===== config.mk =====
export PLATFORM = sky130hd
export DESIGN_NAME = alu_result_buffer
export DESIGN_NICKNAME = d
export VERILOG_FILES = /design/src/rtl/alu_pkg.sv /design/src/rtl/alu_flags.sv /design/src/rtl/alu_result_buffer.sv
export SDC_FILE = /design/constraint.sdc
export NUM_CORES = 1
export LEC_CHECK = 0
export CORE_UTILIZATION = 55
export CTS_CLUSTER_SIZE = 40
export DETAILED_ROUTE_END_ITERATION = 12
export PLACE_DENSITY = 0.86
export SYNTH_ARGS = -nofsm -noshare
export SYNTH_HDL_FRONTEND = slang
export SYNTH_HIERARCHICAL = 1
export SYNTH_SLANG_ARGS = --single-unit

===== constraint.sdc =====
create_clock -name clk -period 2.9 [get_ports clk]
set_clock_uncertainty 0.2 [all_clocks]
set_input_delay 0.435 -clock clk [delete_from_list [all_inputs] [get_ports clk]]
set_output_delay 0.435 -clock clk [all_outputs]
set_load 0.05 [all_outputs]

===== src/rtl/alu_pkg.sv =====
// rtl/alu_pkg.sv - shared op codes, data width and result entry layout for the logic unit path
package alu_pkg;

    localparam int DATA_W = 8;

    localparam logic [1:0] OP_AND  = 2'b00;
    localparam logic [1:0] OP_OR   = 2'b01;
    localparam logic [1:0] OP_NOTA = 2'b10;
    localparam logic [1:0] OP_NAND = 2'b11;

    // One buffered result: value, the op that made it, and flags frozen at capture
    typedef struct packed {
        logic [1:0]        ctrl;
        logic [DATA_W-1:0] s;
        logic              zero;
        logic              neg;
        logic              par;
    } entry_t;

endpackage


===== src/rtl/alu_flags.sv =====
// rtl/alu_flags.sv - combinational zero/negative/parity status of a result word
import alu_pkg::*;

module alu_flags (
    input  logic [DATA_W-1:0] s,
    output logic              zero,
    output logic              neg,
    output logic              par
);

    // Flags are pure functions of the word so any later stage can reuse this block
    always_comb begin
        zero = (s == '0);
        neg  = s[DATA_W-1];
        par  = ^s;
    end

endmodule


===== src/rtl/alu_result_buffer.sv =====
// rtl/alu_result_buffer.sv - FIFO of logic unit results with capture-time flags and valid/ready output
import alu_pkg::*;

module alu_result_buffer #(
    parameter int DEPTH = 4,
    parameter int CW    = 3
) (
    input  logic              clk,
    input  logic              rst,
    input  logic              in_valid,
    output logic              in_ready,
    input  logic [DATA_W-1:0] in_s,
    input  logic [1:0]        in_ctrl,
    input  logic              flush,
    output logic              out_valid,
    input  logic              out_ready,
    output logic [DATA_W-1:0] out_s,
    output logic [1:0]        out_ctrl,
    output logic              out_zero,
    output logic              out_neg,
    output logic              out_par,
    output logic [CW-1:0]     count
);

    localparam int            PW      = (DEPTH > 1) ? $clog2(DEPTH) : 1;
    localparam logic [CW-1:0] DEPTH_C = CW'(DEPTH);
    localparam logic [PW-1:0] LAST_P  = PW'(DEPTH - 1);

    entry_t          mem [DEPTH];
    entry_t          new_entry;
    entry_t          head;
    logic [PW-1:0]   wr_ptr;
    logic [PW-1:0]   rd_ptr;
    logic            push;
    logic            pop;
    logic            f_zero;
    logic            f_neg;
    logic            f_par;

    alu_flags u_flags (
        .s    (in_s),
        .zero (f_zero),
        .neg  (f_neg),
        .par  (f_par)
    );

    // Handshakes and the entry to capture; ready depends only on state so there is no full-time pass-through
    always_comb begin
        in_ready  = (count < DEPTH_C) & ~rst;
        out_valid = (count != '0);
        push      = in_valid & in_ready;
        pop       = out_valid & out_ready;
        new_entry = '{ctrl: in_ctrl, s: in_s, zero: f_zero, neg: f_neg, par: f_par};
    end

    // Head fields are forced to zero while empty so the consumer never sees stale data
    always_comb begin
        head      = out_valid ? mem[rd_ptr] : '0;
        out_s     = head.s;
        out_ctrl  = head.ctrl;
        out_zero  = head.zero;
        out_neg   = head.neg;
        out_par   = head.par;
    end

    // Storage needs no reset: nothing is visible until count says it was written
    always_ff @(posedge clk) begin
        if (push) begin
            mem[wr_ptr] <= new_entry;
        end
    end

    // Pointer and occupancy tracking; flush wins over any concurrent push or pop
    always_ff @(posedge clk or posedge rst) begin
        if (rst) begin
            wr_ptr <= '0;
            rd_ptr <= '0;
            count  <= '0;
        end else if (flush) begin
            wr_ptr <= '0;
            rd_ptr <= '0;
            count  <= '0;
        end else begin
            if (push) begin
                wr_ptr <= (wr_ptr == LAST_P) ? '0 : wr_ptr + 1'b1;
            end
            if (pop) begin
                rd_ptr <= (rd_ptr == LAST_P) ? '0 : rd_ptr + 1'b1;
            end
            if (push && !pop) begin
                count <= count + 1'b1;
            end else if (pop && !push) begin
                count <= count - 1'b1;
            end
        end
    end

endmodule


==> impl_metrics.toml <==
# yosys + openroad results
[global_routing]
grt_pass1_wl_um = 7620
grt-busiest-layer = "met2"
grt_pass1_vias = 1560
antenna_found_initial = 0
grt_remaining_overflow = 0
use_met2 = 0.335
grtUsageMet3 = 0.0698
grt.total_usage = 0.215
grt_max_degree = 16

[final_timing]
fin_crit_ns = 2.48
fin_tns_setup_ns = 0
drv_slew = 0
slew_headroom = 0.555
finalClockPeriodUsage = 0.855
worst_pin_slew_ns = 0.667
setup_ws_ns = 0.421
clock.fmax_mhz = 403
hold_viol = 0
rsz0062_at_grt = "false"
finalSetupViolations = 0
hold_ws_ns = 0.219

[clock_network]
clk_path_buf_depth = 2
cts_num_sinks = 59
ctsHoldBuffers = 0
cts_root_buffer = "clkbuf_8"
worstSkewPairLatency_ns = 0.33
cts_buffers = 9
post-cts-setup-buffers = 0
clk_pin_slew_ns = 0.07
cts_max_level = 3
cts-resized-gates = 0
tritoncts = "yes"

[critical_path]
rr_endpoint = "count[2]"
crit_start = "rd_ptr[1]"
critical_path_depth = 3
cpMaxStageDelayCell = "dfrtp_1"
path_delay_family = "flip-flops"
rrSetupSlack_ns = 0.59
endpoint = "out_s[7]"
crit_buf_inv = 1
worstSetupEndpointType = "primary output"
crit_chain = "mux4_2 > nor2b_1 > buf_4"
slowest_delay_ns = 0.77
critical_path_class = "register to primary output"
start_kind = "register"
r2r-start = "count[1]"
required_ns = 2.27
cp.arrival_ns = 1.84
critPathMaxFanout = 15
worstRegToRegCells = 7

[logic_synthesis]
top_logic_kind = "multiplexers"
synthMuxAreaShare = 0.117
top_area_cell = "edfxtp_1"
yosysMostFrequentCell = "edfxtp_1"
numSynthFlops = 59
syn_area_um2 = 2590
edf_count = 52
ys_warn_count = 6
synth.top_cell.area_share = 0.604
syn_area_per_cell_um2 = 16.9
synth_nets = 178
synth_adder_area_share = 0.0513
ys_seq_share = 0.672
ys_top_cells_by_count = "edfxtp_1, inv_1, mux4_2, nor2b_1"
ys_top_cells_by_area = "edfxtp_1, mux4_2, dfrtp_1"
netlist-cell-type-count = 26
ys_area_um2 = 2590
synthArstFlopShare = 0.119
ys_cells = 153
xor_share = 0.0169
compound_area_frac = 0.0300
flop_cell = "edfxtp_1"
synthSimpleGateAreaFrac = 0.0755
syn-instance-count = 153

[power_and_ir_drop]
p_leak_nw = 1.16
power.density_nw_per_um2 = 854
max-vdd-ir-drop_v = 0.000433
p_total_mw = 2.69

[final_layout]
drive_gt1_frac = 0.261
areaGrowthSynthToFinish_pct = 21.9
fillers = 291
n_antenna_cell = 0
postLayoutCellArea_um2 = 3150
final_cells = 255
nets = 223
utilization = 0.709

[die]
rows = 24
die_h_um = 70.6
initial_utilization = 0.582
chipArea_um2 = 4980
die_w_um = 70.6
core_area_um2 = 4440
io_pins = 33

[detailed_routing]
final_antenna_net_count = 0
drc = 11
drt_iter0_drc = 97
drtPass1Iterations = 8
via_per_inst = 5.58

[run]
drv_cap = 0
warnings = 29

[placement]
dp_slack_ns = 0.423
io_buffers = 32
dp_cells = 239
place_congestion = 0.847
post_dp_cell_area_um2 = 2960
post-dp-hpwl_um = 3060

[outcome]
failed_checks = "DRC"
outcome = "complete, but fails checks"

[min_path]
hp-class = "primary input to async pin"
==> flip-flops by register name, summed over array words and instances (netlist names) <==
| signal | count |
|---|---|
| wr_ptr | 2 |
| count | 3 |
| rd_ptr | 2 |
| mem | 52 |
==> where the power goes <==
group	switching [mW]	internal, mW
logic	0.606	0.346
clock network	0.321	0.392
registers	0.0485	0.976
==> cell type report <==
class | instances | area (µm²) | area share
clock buffers | 9 | 124 | 0.0393
clock inverters | 7 | 68.8 | 0.0218
inverters | 14 | 52.6 | 0.0167
multi-input cells | 74 | 757 | 0.240
flip-flops and latches | 59 | 1740 | 0.551
well taps | 52 | 65.1 | 0.0206
repair buffers | 40 | 348 | 0.110
==> metal layers <==
layer / routed length [µm] / part of all wire
met1: 1930 / 0.42
met2: 2350 / 0.51
met3: 222 / 0.048
met4: 102 / 0.022
met5: 0 / 0
==> cell usage in the layout, fill, tap and decap left out <==
master            n
xor2_1            1
a2111oi_0         1
dfrtp_1           7
nor2b_1          13
ha_1              9
clkdlybuf4s50_1  19
nor3b_2           1
o21ai_0           2
nor3_1            1
bufinv_16         1
mux4_2           13
clkinv_4          1
and4_1            1
clkbuf_8          9
nand2_1           1
mux2i_1           1
nor2_1            9
nor3_2            1
clkinvlp_4        2
xnor2_1           4
buf_4            21
clkinv_2          3
nand3b_1          1
edfxtp_1         52
and2_1            5
or3_1             1
fa_1              1
a21oi_1           6
inv_1            14
o31ai_4           1
a211oi_1          1
==> worst register-to-register path, stage by stage, from the launching register on <==
cell	delay (ns)
dfrtp_1	0.46
o31ai_4	0.39
and2_1	0.21
fa_1	0.19
nand2_1	0.08
a2111oi_0	0.44
a21oi_1	0.09
a21oi_1	0.17
==> images/final_congestion.png <==
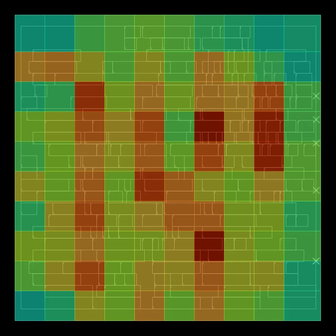
Avg WL per Cell: 18.1 µm
Global Route met1 Usage: 0.272

==> images/wire_density.png <==
The die is cut into 14 by 14 equal tiles; dark blue is low, red is high, scaled to the fullest tile. Values are wire area over tile area, all layers added.
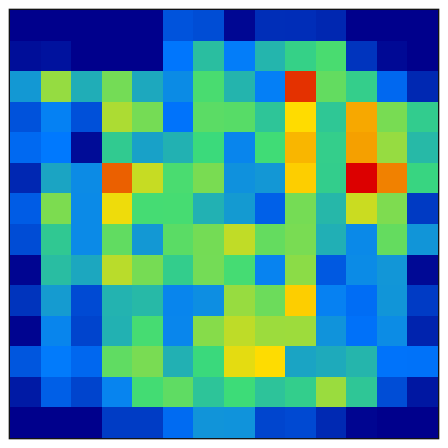
The fullest tile reaches 0.42. 30% of the tiles are over half the peak. The mean over all tiles is 0.15. 12% of the tiles are nearly empty.
Vias: 1424
Post-Route WL: 4610 µm

Power figures rest on the tool's default switching activity, not on a simulated workload.
